**Run 1: power grid**

Pins as bars on the die edge.
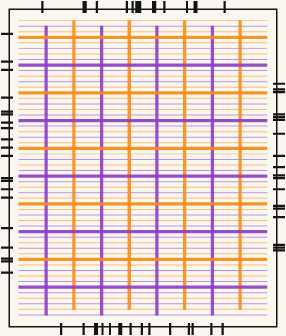
**Run 1: placement by cell class**

The bar under the picture is 50 µm long.
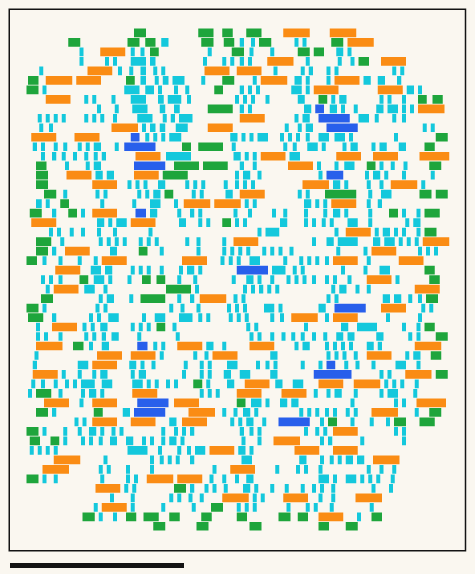
**Run 1: routed clock nets over the placement**

The bar under the picture is 50 µm long.
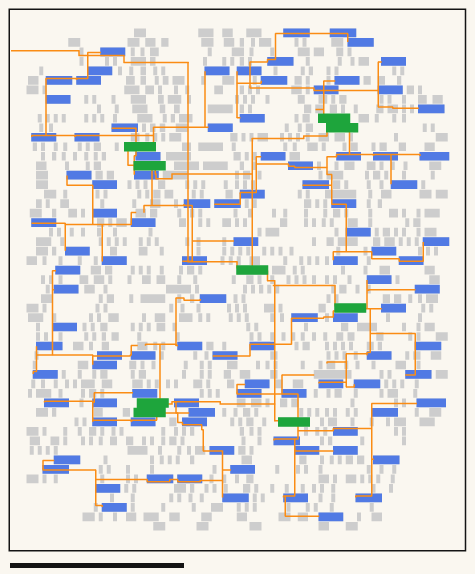
**Run 1: metal layers overlaid**

Two of the layers only.
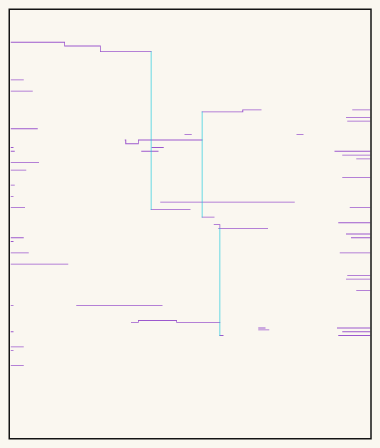
File: src/rtl/chan_packet_fir_coef_loader_pkg.sv
// Shared constants and state encoding for the FIR coefficient loader.
// The b12/b13 coefficient pair arrives packed in one 32-bit register word.
package chan_packet_fir_pkg;

  localparam int COEF_W  = 16;
  localparam int WORD_W  = 2 * COEF_W;

  localparam int B12_MSB = 31;
  localparam int B12_LSB = 16;
  localparam int B13_MSB = 15;
  localparam int B13_LSB = 0;

  typedef enum logic [1:0] {
    IDLE = 2'd0,
    QUAL = 2'd1,
    PEND = 2'd2
  } qual_state_e;

endpackage

File: src/rtl/chan_packet_fir_coef_loader_if.sv
// Register-word / sync / coefficient bundle between the register block and the FIR taps.
// Optional feature macro: FIR_COEF_UPD_CNT_EN adds the upd_count commit counter.
interface chan_packet_fir_coef_loader_if
  import chan_packet_fir_pkg::*;
#(
  parameter int CNT_W = 16
);
  logic [WORD_W-1:0] reg_data_in;
  logic              sync_in;
  logic              sync_out;
  logic [COEF_W-1:0] coef_b12;
  logic [COEF_W-1:0] coef_b13;
  logic              coef_valid;
  logic              update_pending;
`ifdef FIR_COEF_UPD_CNT_EN
  logic [CNT_W-1:0]  upd_count;
`endif

  // Register side: drives the word and frame sync, observes the active pair.
  modport master (
    output reg_data_in, sync_in,
    input  sync_out, coef_b12, coef_b13, coef_valid, update_pending
`ifdef FIR_COEF_UPD_CNT_EN
    , input upd_count
`endif
  );

  // Loader side.
  modport slave (
    input  reg_data_in, sync_in,
    output sync_out, coef_b12, coef_b13, coef_valid, update_pending
`ifdef FIR_COEF_UPD_CNT_EN
    , output upd_count
`endif
  );

endinterface

File: src/rtl/chan_packet_fir_coef_loader_qual.sv
// Stability qualifier: registers the incoming word, tracks a candidate that
// differs from the active pair, and flags it pending once it has held for
// STABLE_CYCLES. A sync while pending hands the candidate off to the commit.
module chan_packet_fir_coef_qual
  import chan_packet_fir_pkg::*;
#(
  parameter int STABLE_CYCLES = 2
) (
  input  logic              user_clk,
  input  logic              user_rst,
  input  logic [WORD_W-1:0] i_reg_data,
  input  logic [WORD_W-1:0] i_active,
  input  logic              i_sync,
  output logic [WORD_W-1:0] o_cand,
  output logic              o_pend
);

  localparam int          CQ_W = (STABLE_CYCLES > 1) ? $clog2(STABLE_CYCLES) : 1;
  localparam logic [CQ_W-1:0] CNT_LAST = CQ_W'(STABLE_CYCLES - 1);

  qual_state_e       r_state, w_nxt_state;
  logic [WORD_W-1:0] r_in_q;
  logic [WORD_W-1:0] r_cand, w_nxt_cand;
  logic [CQ_W-1:0]   r_cnt, w_nxt_cnt;

  // State, candidate and stability counter registers; in_q tracks the input every cycle.
  always_ff @(posedge user_clk) begin
    if (user_rst) begin
      r_state <= IDLE;
      r_in_q  <= '0;
      r_cand  <= '0;
      r_cnt   <= '0;
    end else begin
      r_state <= w_nxt_state;
      r_in_q  <= i_reg_data;
      r_cand  <= w_nxt_cand;
      r_cnt   <= w_nxt_cnt;
    end
  end

  // Next-state: a differing word restarts qualification; sync wins over a late change in PEND.
  always_comb begin
    w_nxt_state = r_state;
    w_nxt_cand  = r_cand;
    w_nxt_cnt   = r_cnt;
    case (r_state)
      IDLE: begin
        if (r_in_q != i_active) begin
          w_nxt_cand  = r_in_q;
          w_nxt_cnt   = '0;
          w_nxt_state = QUAL;
        end
      end
      QUAL: begin
        if (r_in_q == i_active) begin
          w_nxt_state = IDLE;
        end else if (r_in_q != r_cand) begin
          w_nxt_cand = r_in_q;
          w_nxt_cnt  = '0;
        end else if (r_cnt == CNT_LAST) begin
          w_nxt_state = PEND;
        end else begin
          w_nxt_cnt = r_cnt + 1'b1;
        end
      end
      PEND: begin
        if (i_sync) begin
          w_nxt_state = IDLE;
        end else if (r_in_q != r_cand) begin
          w_nxt_cand  = r_in_q;
          w_nxt_cnt   = '0;
          w_nxt_state = QUAL;
        end
      end
      default: w_nxt_state = IDLE;
    endcase
  end

  assign o_cand = r_cand;
  assign o_pend = (r_state == PEND);

endmodule

File: src/rtl/chan_packet_fir_coef_loader.sv
// FIR b12/b13 coefficient loader: qualifies a new register word as stable and
// commits the pair atomically on the channelizer frame sync.
// Optional feature macro: FIR_COEF_UPD_CNT_EN adds a wrapping commit counter (upd_count).
module chan_packet_fir_coef_loader
  import chan_packet_fir_pkg::*;
#(
  parameter int              STABLE_CYCLES = 2,
  parameter logic [COEF_W-1:0] RESET_B12   = 16'h0,
  parameter logic [COEF_W-1:0] RESET_B13   = 16'h0,
  parameter int              CNT_W         = 16
) (
  input  logic                   user_clk,
  input  logic                   user_rst,
  chan_packet_fir_coef_loader_if.slave bus
);

  logic [COEF_W-1:0] r_b12, r_b13;
  logic              r_valid;
  logic              r_sync_out;
  logic [WORD_W-1:0] w_cand;
  logic              w_pend;
  logic              w_commit;

  chan_packet_fir_coef_qual #(
    .STABLE_CYCLES (STABLE_CYCLES)
  ) u_qual (
    .user_clk   (user_clk),
    .user_rst   (user_rst),
    .i_reg_data (bus.reg_data_in),
    .i_active   ({r_b12, r_b13}),
    .i_sync     (bus.sync_in),
    .o_cand     (w_cand),
    .o_pend     (w_pend)
  );

  assign w_commit = w_pend & bus.sync_in;

  // Commit registers: both halves switch on the same edge, only on a qualified sync.
  always_ff @(posedge user_clk) begin
    if (user_rst) begin
      r_b12   <= RESET_B12;
      r_b13   <= RESET_B13;
      r_valid <= 1'b0;
    end else if (w_commit) begin
      r_b12   <= w_cand[B12_MSB:B12_LSB];
      r_b13   <= w_cand[B13_MSB:B13_LSB];
      r_valid <= 1'b1;
    end
  end

  // Sync delayed one cycle so it lines up with the coefficient switch.
  always_ff @(posedge user_clk) begin
    if (user_rst) r_sync_out <= 1'b0;
    else          r_sync_out <= bus.sync_in;
  end

  assign bus.coef_b12       = r_b12;
  assign bus.coef_b13       = r_b13;
  assign bus.coef_valid     = r_valid;
  assign bus.update_pending = w_pend;
  assign bus.sync_out       = r_sync_out;

`ifdef FIR_COEF_UPD_CNT_EN
  logic [CNT_W-1:0] r_upd_cnt;

  // Commit counter, wraps naturally at 2^CNT_W.
  always_ff @(posedge user_clk) begin
    if (user_rst)      r_upd_cnt <= '0;
    else if (w_commit) r_upd_cnt <= r_upd_cnt + 1'b1;
  end

  assign bus.upd_count = r_upd_cnt;
`endif

endmodule

File: src/flat_wrapper.sv
// flat-port wrapper written by rule: the top's interface ports become plain ports
module chan_packet_fir_coef_loader_flat import chan_packet_fir_pkg::*;
#(
  parameter int              STABLE_CYCLES = 2,
  parameter logic [COEF_W-1:0] RESET_B12   = 16'h0,
  parameter logic [COEF_W-1:0] RESET_B13   = 16'h0,
  parameter int              CNT_W         = 16
)
  (user_clk, user_rst, bus_reg_data_in, bus_sync_in, bus_sync_out, bus_coef_b12, bus_coef_b13, bus_coef_valid, bus_update_pending);
  chan_packet_fir_coef_loader_if #(.CNT_W(CNT_W)) bus_i ();
  input  logic user_clk;
  input  logic user_rst;
  input wire logic [$bits(bus_i.reg_data_in)-1:0] bus_reg_data_in;
  input wire logic [$bits(bus_i.sync_in)-1:0] bus_sync_in;
  output wire logic [$bits(bus_i.sync_out)-1:0] bus_sync_out;
  output wire logic [$bits(bus_i.coef_b12)-1:0] bus_coef_b12;
  output wire logic [$bits(bus_i.coef_b13)-1:0] bus_coef_b13;
  output wire logic [$bits(bus_i.coef_valid)-1:0] bus_coef_valid;
  output wire logic [$bits(bus_i.update_pending)-1:0] bus_update_pending;
  assign bus_i.reg_data_in = bus_reg_data_in;
  assign bus_i.sync_in = bus_sync_in;
  assign bus_sync_out = bus_i.sync_out;
  assign bus_coef_b12 = bus_i.coef_b12;
  assign bus_coef_b13 = bus_i.coef_b13;
  assign bus_coef_valid = bus_i.coef_valid;
  assign bus_update_pending = bus_i.update_pending;
  chan_packet_fir_coef_loader #(.STABLE_CYCLES(STABLE_CYCLES), .RESET_B12(RESET_B12), .RESET_B13(RESET_B13), .CNT_W(CNT_W)) u_core (.user_clk(user_clk), .user_rst(user_rst), .bus(bus_i));
endmodule
File: config.mk
export PLATFORM = sky130hd
export DESIGN_NAME = chan_packet_fir_coef_loader_flat
export DESIGN_NICKNAME = d
export VERILOG_FILES = /design/src/rtl/chan_packet_fir_coef_loader_pkg.sv /design/src/rtl/chan_packet_fir_coef_loader_if.sv /design/src/rtl/chan_packet_fir_coef_loader_qual.sv /design/src/rtl/chan_packet_fir_coef_loader.sv /design/src/flat_wrapper.sv
export SDC_FILE = /design/constraint.sdc
export NUM_CORES = 1
export LEC_CHECK = 0
export ABC_AREA = 1
export CELL_PAD_IN_SITES_DETAIL_PLACEMENT = 1
export CELL_PAD_IN_SITES_GLOBAL_PLACEMENT = 2
export CORE_ASPECT_RATIO = 1.2
export CORE_MARGIN = 4
export CORE_UTILIZATION = 30
export DETAILED_ROUTE_END_ITERATION = 10
export HOLD_SLACK_MARGIN = 0.08
export PLACE_DENSITY_LB_ADDON = 0.1
export SLEW_MARGIN = 0
export SYNTH_ARGS = -nofsm -noshare
export SYNTH_HDL_FRONTEND = slang
export SYNTH_HIERARCHICAL = 1
export SYNTH_SLANG_ARGS = --single-unit
export TNS_END_PERCENT = 1
File: constraint.sdc
create_clock -name user_clk -period 2.01 [get_ports user_clk]
set_clock_uncertainty 0.1 [all_clocks]
set_input_delay 0.603 -clock user_clk [delete_from_list [all_inputs] [get_ports user_clk]]
set_output_delay 0.603 -clock user_clk [all_outputs]
set_load 0.01 [all_outputs]
==> results.txt, run 1 <==
Implementation run completed; key figures follow.

Pwr:
- The run puts the total leakage power at 3.76 nW.
- The run puts the overall power of the completed layout at 6.47 mW.

Final timing:
- The run gives the maximum frequency from static timing analysis as 509 MHz.
- Across all hold checks on the routed design, the worst slack comes to ~0.36 ns.

Setup path:
- The worst setup path is of the reg -> reg kind.
- Per the STA report, the cell with the highest stage delay on the worst path is dfxtp_1.

GRT:
- The run gives the number of antenna violations at the first check in global routing as 0.
- Global routing consumed, on the met1 layer, 20.5% of the routing resources.
- The run gives the all-layer global routing usage as 17.0%.

CTS:
- The run gives the master cell of the clock root buffer as clkbuf_16.
- The run puts the maximum level of the CTS H-tree at 3.
- The run puts the insertion delay at the late pin of the worst-skew pair at 0.35 ns.

Final layout:
- The run gives the most common logic cell in the routed design as nand2_1.
- The run gives the net count of the finished layout as 969.
- Leaving out fill and tap cells, the most frequent cells in the layout are 257 x nand2_1, 162 x nor2_1, 124 x inv_1.

Yosys:
- The run gives the mux share of post-synthesis cell area as 0%.
- The run puts the XOR/XNOR share of the synthesized area at 6.18%.
- The run puts the synthesis-stage register bit count at 101.

Die:
- The run puts the number of top-level pins at ~70.

Hold path:
- The worst hold path belongs to the class reg -> reg.

Routing:
- Detailed routing placed a total of 526 µm of wire on met3.
- In the per-layer breakdown of the detailed-route log, met1 shows 7310 µm.

Run status:
- The flow ran to the end, and the final reports show no timing, DRC or antenna violations.
-- 'power grid' (at the start) --
Key: purple = VSS; orange = VDD
54 met1 rails follow the rows. 8 straps on met4.

-- 'placement by cell class' (at the start) --
Key: cyan = all other logic [cells 718]; orange = flops [cells 101]; blue = clock drivers and dummy loads [cells 16]; green = other buffers and delay cells [cells 99]

-- 'routed clock nets over the placement' (at the start) --
Key: green = cells driving clock nets [count 9]; blue = flip-flops [count 101]; orange = clock wires [length 1570 µm]
There are 10 routed clock nets.

-- 'metal layers overlaid' (at the start) --
Key: cyan = met4 [wire length 134 µm]; purple = met3 [wire length 526 µm]

[run 1: Yosys cell counts]
| master | n |
|---|---|
| nand2_1 | 260 |
| nor2_1 | 176 |
| inv_1 | 124 |
| dfxtp_1 | 101 |
| nand2_2 | 36 |
| xnor2_1 | 35 |
| nor2_2 | 33 |
| inv_2 | 23 |
| buf_4 | 6 |
| buf_6 | 6 |
| nand3_1 | 6 |
| ha_1 | 5 |
| a21oi_1 | 4 |
| buf_2 | 4 |
| clkbuf_1 | 4 |
| clkinv_1 | 4 |
| xor2_1 | 3 |
| buf_8 | 2 |
| nand2_4 | 2 |
| nand3_2 | 2 |
| and2_1 | 1 |
| buf_12 | 1 |
| nand4_1 | 1 |
| nor2_8 | 1 |
| o21ai_0 | 1 |
| o21bai_1 | 1 |
[run 1: layout make-up]
type                            instances  share of cell area (%)
Clock buffer                           10                    3.45
Clock inverter                          6                    1.01
Inverter                              151                    8.19
Multi-Input combinational cell        567                    38.9
Sequential cell                       101                    29.8
Tap cell                              220                    3.98
Timing Repair Buffer                   99                    14.6
[run 1: power by group]
part | total [mW] | switching, mW | internal [mW] | leakage [nW]
sequential | 2.52 | 0.254 | 2.26 | 0.843
combinational | 2.10 | 1.21 | 0.886 | 2.77
clock | 1.86 | 0.846 | 1.01 | 0.142
[run 1: tightest hold or removal path, stage by stage, from the launching register on]
cell and delay [ns]:
dfxtp_1 0.32, inv_1 0.05, a21oi_1 0.05
[run 1: metrics by stage]
| step | area, µm² | setup WS [ns] |
|---|---|---|
| 2_1_floorplan | 5390 | 0.245 |
| 3_3_place_gp | 6460 | -0.209 |
| 3_5_place_dp | 6460 | -0.271 |
| 4_1_cts | 6790 | -0.00439 |
| 5_1_grt | 6920 | -0.0965 |
| 6_report | 6920 | 0.0467 |
==> run 2: changes to the inputs <==
Settings changed: CTS_CLUSTER_SIZE from default to 24.
==> results.txt, run 2 <==
Implementation run completed; key figures follow.

Setup path:
- The data arrival time reported for the critical path is 2.11 ns.
- The run gives the type of the worst setup path as reg -> reg.
- Per STA, the startpoint of the critical path is u_core/u_qual/r_in_q[12].

Pwr:
- The run puts the reported net switching power at roughly 2.3 mW.
- The switching portion of total power comes to around 36%.
- In this run the static leakage power is 3.76 nW.
- The run puts the relative contribution of combinational cells to total power at 32.4%.
- The run puts the relative contribution of the clock network to total power at 28.7%.
- The run puts the overall power of the completed layout at 6.47 mW.

Final layout:
- The run gives the share of post-route cells with drive strength above 1 as 20.9%.
- In the layout the commonest cells are 257 x nand2_1, 162 x nor2_1, 124 x inv_1.
- The run gives the most common logic cell in the routed design as nand2_1.
- The run puts the post-layout instance area at 6920 µm².
- The run puts the net count of the finished layout at 969.

Run:
- OpenROAD emitted warnings numbering 32.

GRT:
- The run puts the all-layer global routing usage at between 15 and 20%.
- The run puts the number of antenna violations at the first check in global routing at 0.
- Entering global routing, the biggest net connects 29 pins.

Routing:
- The run puts the met3 routed wirelength at 526 µm.
- The run gives the wire length the detailed router placed on met1 as 7310 µm.

Yosys:
- For this run the top cell type by instance count after synthesis was nand2_1.
- After synthesis the netlist holds a flip-flop and latch count of around 100.
- The run gives the async set-reset flop share out of synthesis as 0%.
- The commonest register cell is dfxtp_1.

CTS:
- The run gives the CTS clock-pin slew for the worst setup and hold paths as 0.07 ns.
- The root buffer cell chosen for the clock tree is clkbuf_16.
- The run puts the insertion delay at the late pin of the worst-skew pair at between 0.3 and 0.4 ns.
- TritonCTS built the clock tree.
- The run gives the maximum level of the CTS H-tree as 3.

Placement:
- The run puts the post-placement worst setup slack at -0.271 ns.
- Note, the detailed placer reported a final HPWL of 12300 µm.
- The post-placement cell area is roughly 6500 µm².

Final timing:
- Hold timing on the final database bottoms out at a slack of approximately 0.36 ns.
- The highest clock rate this design can be run at is approximately 500 MHz.

Run status:
- The run finished with clean final reports.

Hold path:
- The run gives the classification of the worst-slack hold path as reg -> reg.

Die:
- Pin placement for this block handled 70 I/O pins.
[run 2: path summary, 6_finish.rpt]
path                             end  slack, ns  cells after the start
min            u_core/bus.coef_valid       0.36                      2
min reg2reg    u_core/bus.coef_valid       0.36                      2
max          u_core/u_qual/o_cand[7]       0.05                     14
max reg2reg  u_core/u_qual/o_cand[7]       0.05                     14
[run 2: critical path, cell delays in order (launching register included)]
cell,delay [ns]
dfxtp_1,0.45
inv_2,0.07
nand2_1,0.06
nand2_1,0.06
inv_1,0.06
nand2_1,0.04
nor2_1,0.10
nand2_1,0.10
nor2_4,0.17
nand3_2,0.11
nand2_4,0.11
nor2_8,0.07
clkbuf_16,0.18
nor2_1,0.13
nor2_2,0.05
[run 2: cell families after synthesis]
group | synth area share (%)
buf+inv | 14.2
xor+xnor | 6.18
compound gates | 0.604
flops | 37.5
simple gates | 40.3
fa+ha+maj | 1.16
[run 2: area by class of cell]
cell class                 instances  area (µm²)  area share, %
tap                              220         275           3.98
inverter                         151         567           8.19
clock buffer                      10         239           3.45
multi-input combinational        567        2690           38.9
clock inverter                     6        70.1           1.01
timing repair buffer              99        1010           14.6
sequential                       101        2060           29.8
[run 2: what timing repair did]
action / in CTS / in global routing
gates resized: 43 / 45
gates cloned: 0 / 1
pin swaps: 0 / 3
setup endpoints to repair: 63 / 44
[run 2: layer usage]
| layer | vias up | GRT usage, % |
|---|---|---|
| met3 | 8 | 3.01 |
| met5 | - | 0 |
| met4 | 0 | 3.58 |
| met1 | 2334 | 20.5 |
| li1 | 2567 | - |
| met2 | 61 | 31.1 |
[run 2: power by group through the flow]
stage	Sequential, mW	Combinational (mW)	Clock [mW]
after floorplan	2.54	1.33	0
after global routing	2.56	2.38	2.02
final	2.52	2.10	1.86
after detailed placement	2.54	2.09	0
after global placement	2.53	2.03	0
after CTS	2.51	2.08	1.93
**Run 2: placement by cell class**

The bar under the picture is 50 µm long.
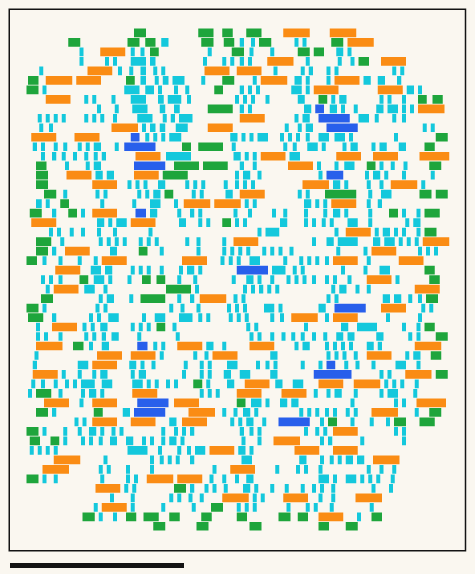
CORE AREA: 17600 µm²
Seq area share: 29.8%
final core utilization: 39.4%

**Run 2: power grid**

Pins as bars on the die edge.
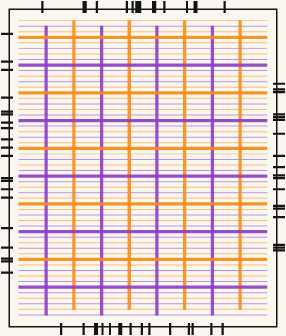
Key: orange = VDD; purple = VSS
The core has 53 rows. 70 signal pins sit on the boundary.

==> run 3: changes to the inputs <==
Settings changed: PLACE_DENSITY from default to 0.89, PLACE_DENSITY_LB_ADDON 0.1 to default.
==> results.txt, run 3 <==
Implementation run completed; key figures follow.

GRT:
- The number of antenna violations at the first check in global routing was 0.
- Entering global routing, the biggest net connects 31 pins.
- In the global route stage, overall resource usage came out at 15.4%.

Yosys:
- The run puts the mux share of post-synthesis cell area at 0%.
- The run gives the area fraction in compound gates after synthesis as 0.604%.
- Among the non-sequential cells, simple AND/OR/NAND/NOR gates take the most area.
- The run gives the fraction of the mapped netlist area in adder cells as approximately 1.2%.
- The run gives the simple-gate share of the synthesized area as 40.3%.
- The run gives the count of flip-flops with a built-in enable after synthesis as 0.
- In this run, the synthesized area fraction spent on xor and xnor cells is recorded as 6.18%.
- The run gives the leading register cell type out of synthesis as dfxtp_1.
- Sorting the synthesized cells by how often they occur yields 260 x nand2_1, 176 x nor2_1, 124 x inv_1.

Placement:
- The run gives the post-placement worst setup slack as -0.174 ns.

Run:
- The run gives the max-capacitance violation count as 0.
- The logs give a warning total of 31.

Final layout:
- Among logic cells in the layout, the one with the most instances is nand2_1.
- In the layout the commonest cells are 256 x nand2_1, 171 x nor2_1, 122 x inv_1.
- According to the finish report, the design has a final net count of 965.
- Of the cells placed in the final design, the portion with a size suffix greater than 1 is 20.4%.

Die:
- The run puts the core area at between 15000 and 20000 µm².
- The run puts the number of top-level pins at 70.

Run status:
- The run finished with clean final reports.

Setup path:
- The timing report shows that the slowest cell on the worst path is clkdlybuf4s50_1.
- The run gives the total buffers and inverters traversed by the critical path as 1.
- The report lists the cells along the critical path as clkdlybuf4s50_1.
- The cell family contributing the most delay on the critical path is buffers and inverters.
- The run puts the peak per-stage delay on the critical path at between 0.5 and 0.6 ns.
- The worst setup path is of the reg -> out kind.

CTS:
- The run gives the CTS clock-pin slew for the worst setup and hold paths as 0.07 ns.
- The H-tree was split into 3 levels.
- The tree is rooted in a clkbuf_16.
- TritonCTS built the clock tree.
- The run puts the insertion delay at the late pin of the worst-skew pair at 0.36 ns.

Final timing:
- The run gives the worst-case setup margin in the final layout as about 0.061 ns.

Pwr:
- The analysis attributes to cell leakage a power of between 3 and 4 nW.

Hold path:
- The worst hold path belongs to the class reg -> reg.
## run 3: worst paths after layout
check,startpoint,end,slack (ns),cells past startpoint
worst min register to register,u_core/bus.coef_valid,u_core/bus.coef_valid,0.36,2
worst max register to register,u_core/u_qual/r_in_q[21],u_core/u_qual/o_cand[13],0.09,11
worst max-delay path,u_core/bus.coef_b13[8],bus_coef_b13[8],0.06,1
worst min-delay path,u_core/bus.coef_valid,u_core/bus.coef_valid,0.36,2
## run 3: routing by layer
layer	global-route usage, %	wire length [µm]	vias to the layer above
met3	2.07	346	13
met2	26.6	7270	48
met1	19.1	6710	2204
met4	6.22	291	0
li1	-	-	2556
met5	0	0	-
## run 3: logic make-up after synthesis
logic type,count (synthesis)
simple gates,518
buf+inv,174
flops,101
xor+xnor,38
compound gates,6
fa+ha+maj,5
## run 3: area by class of cell
type	count	area (µm²)
timing repair buffer	95	935
sequential	101	2070
clock buffer	12	256
inverter	151	567
multi-input combinational	567	2650
tap	220	275
fill	2256	10800
clock inverter	4	70.1
## run 3: power by group
part,switching [mW],total [mW],internal [mW]
combinational,1.13,1.97,0.843
clock,0.777,1.93,1.16
sequential,0.257,2.52,2.27
total,2.16,6.43,4.27
## run 3: stage by stage
stage | area, µm² | total power, mW | utilization, % | hold WS (ns)
final | 6820 | 6.43 | 38.8 | 0.359
after global routing | 6820 | 6.90 | 38.8 | 0.419
after CTS | 6740 | 6.50 | 38.3 | 0.359
after detailed placement | 6420 | 4.57 | 36.5 | 0.346
after global placement | 6420 | 4.52 | 36.5 | 0.343
after floorplan | 5390 | 3.87 | - | 0.356
## run 3: timing repair
| action | 4_1_cts | 5_1_grt |
|---|---|---|
| gates resized | 35 | 48 |
| pin swaps | 0 | 3 |
| endpoints found under the setup margin | 30 | 41 |
**Run 3: clock wiring as the flow saved it**

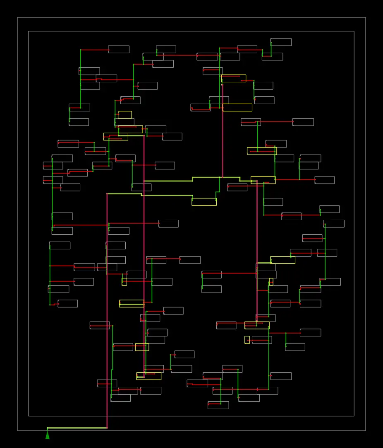
number of buffers added by the clock tree synthesis step: 9
power of the clock network: 1.93 mW

**Run 3: routed clock nets over the placement**

The bar under the picture is 50 µm long.
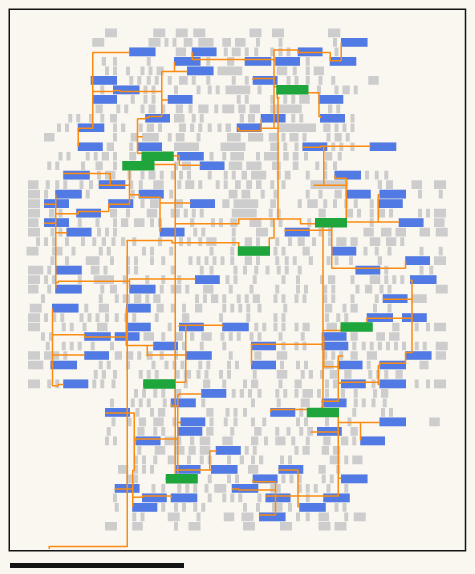
Key: green = cells driving clock nets [count 9]; blue = flip-flops [count 101]; orange = clock wires [length 1490 µm]
Position of the flops: all over the die.

No activity file was given, so power comes from the tool's default toggle rates.
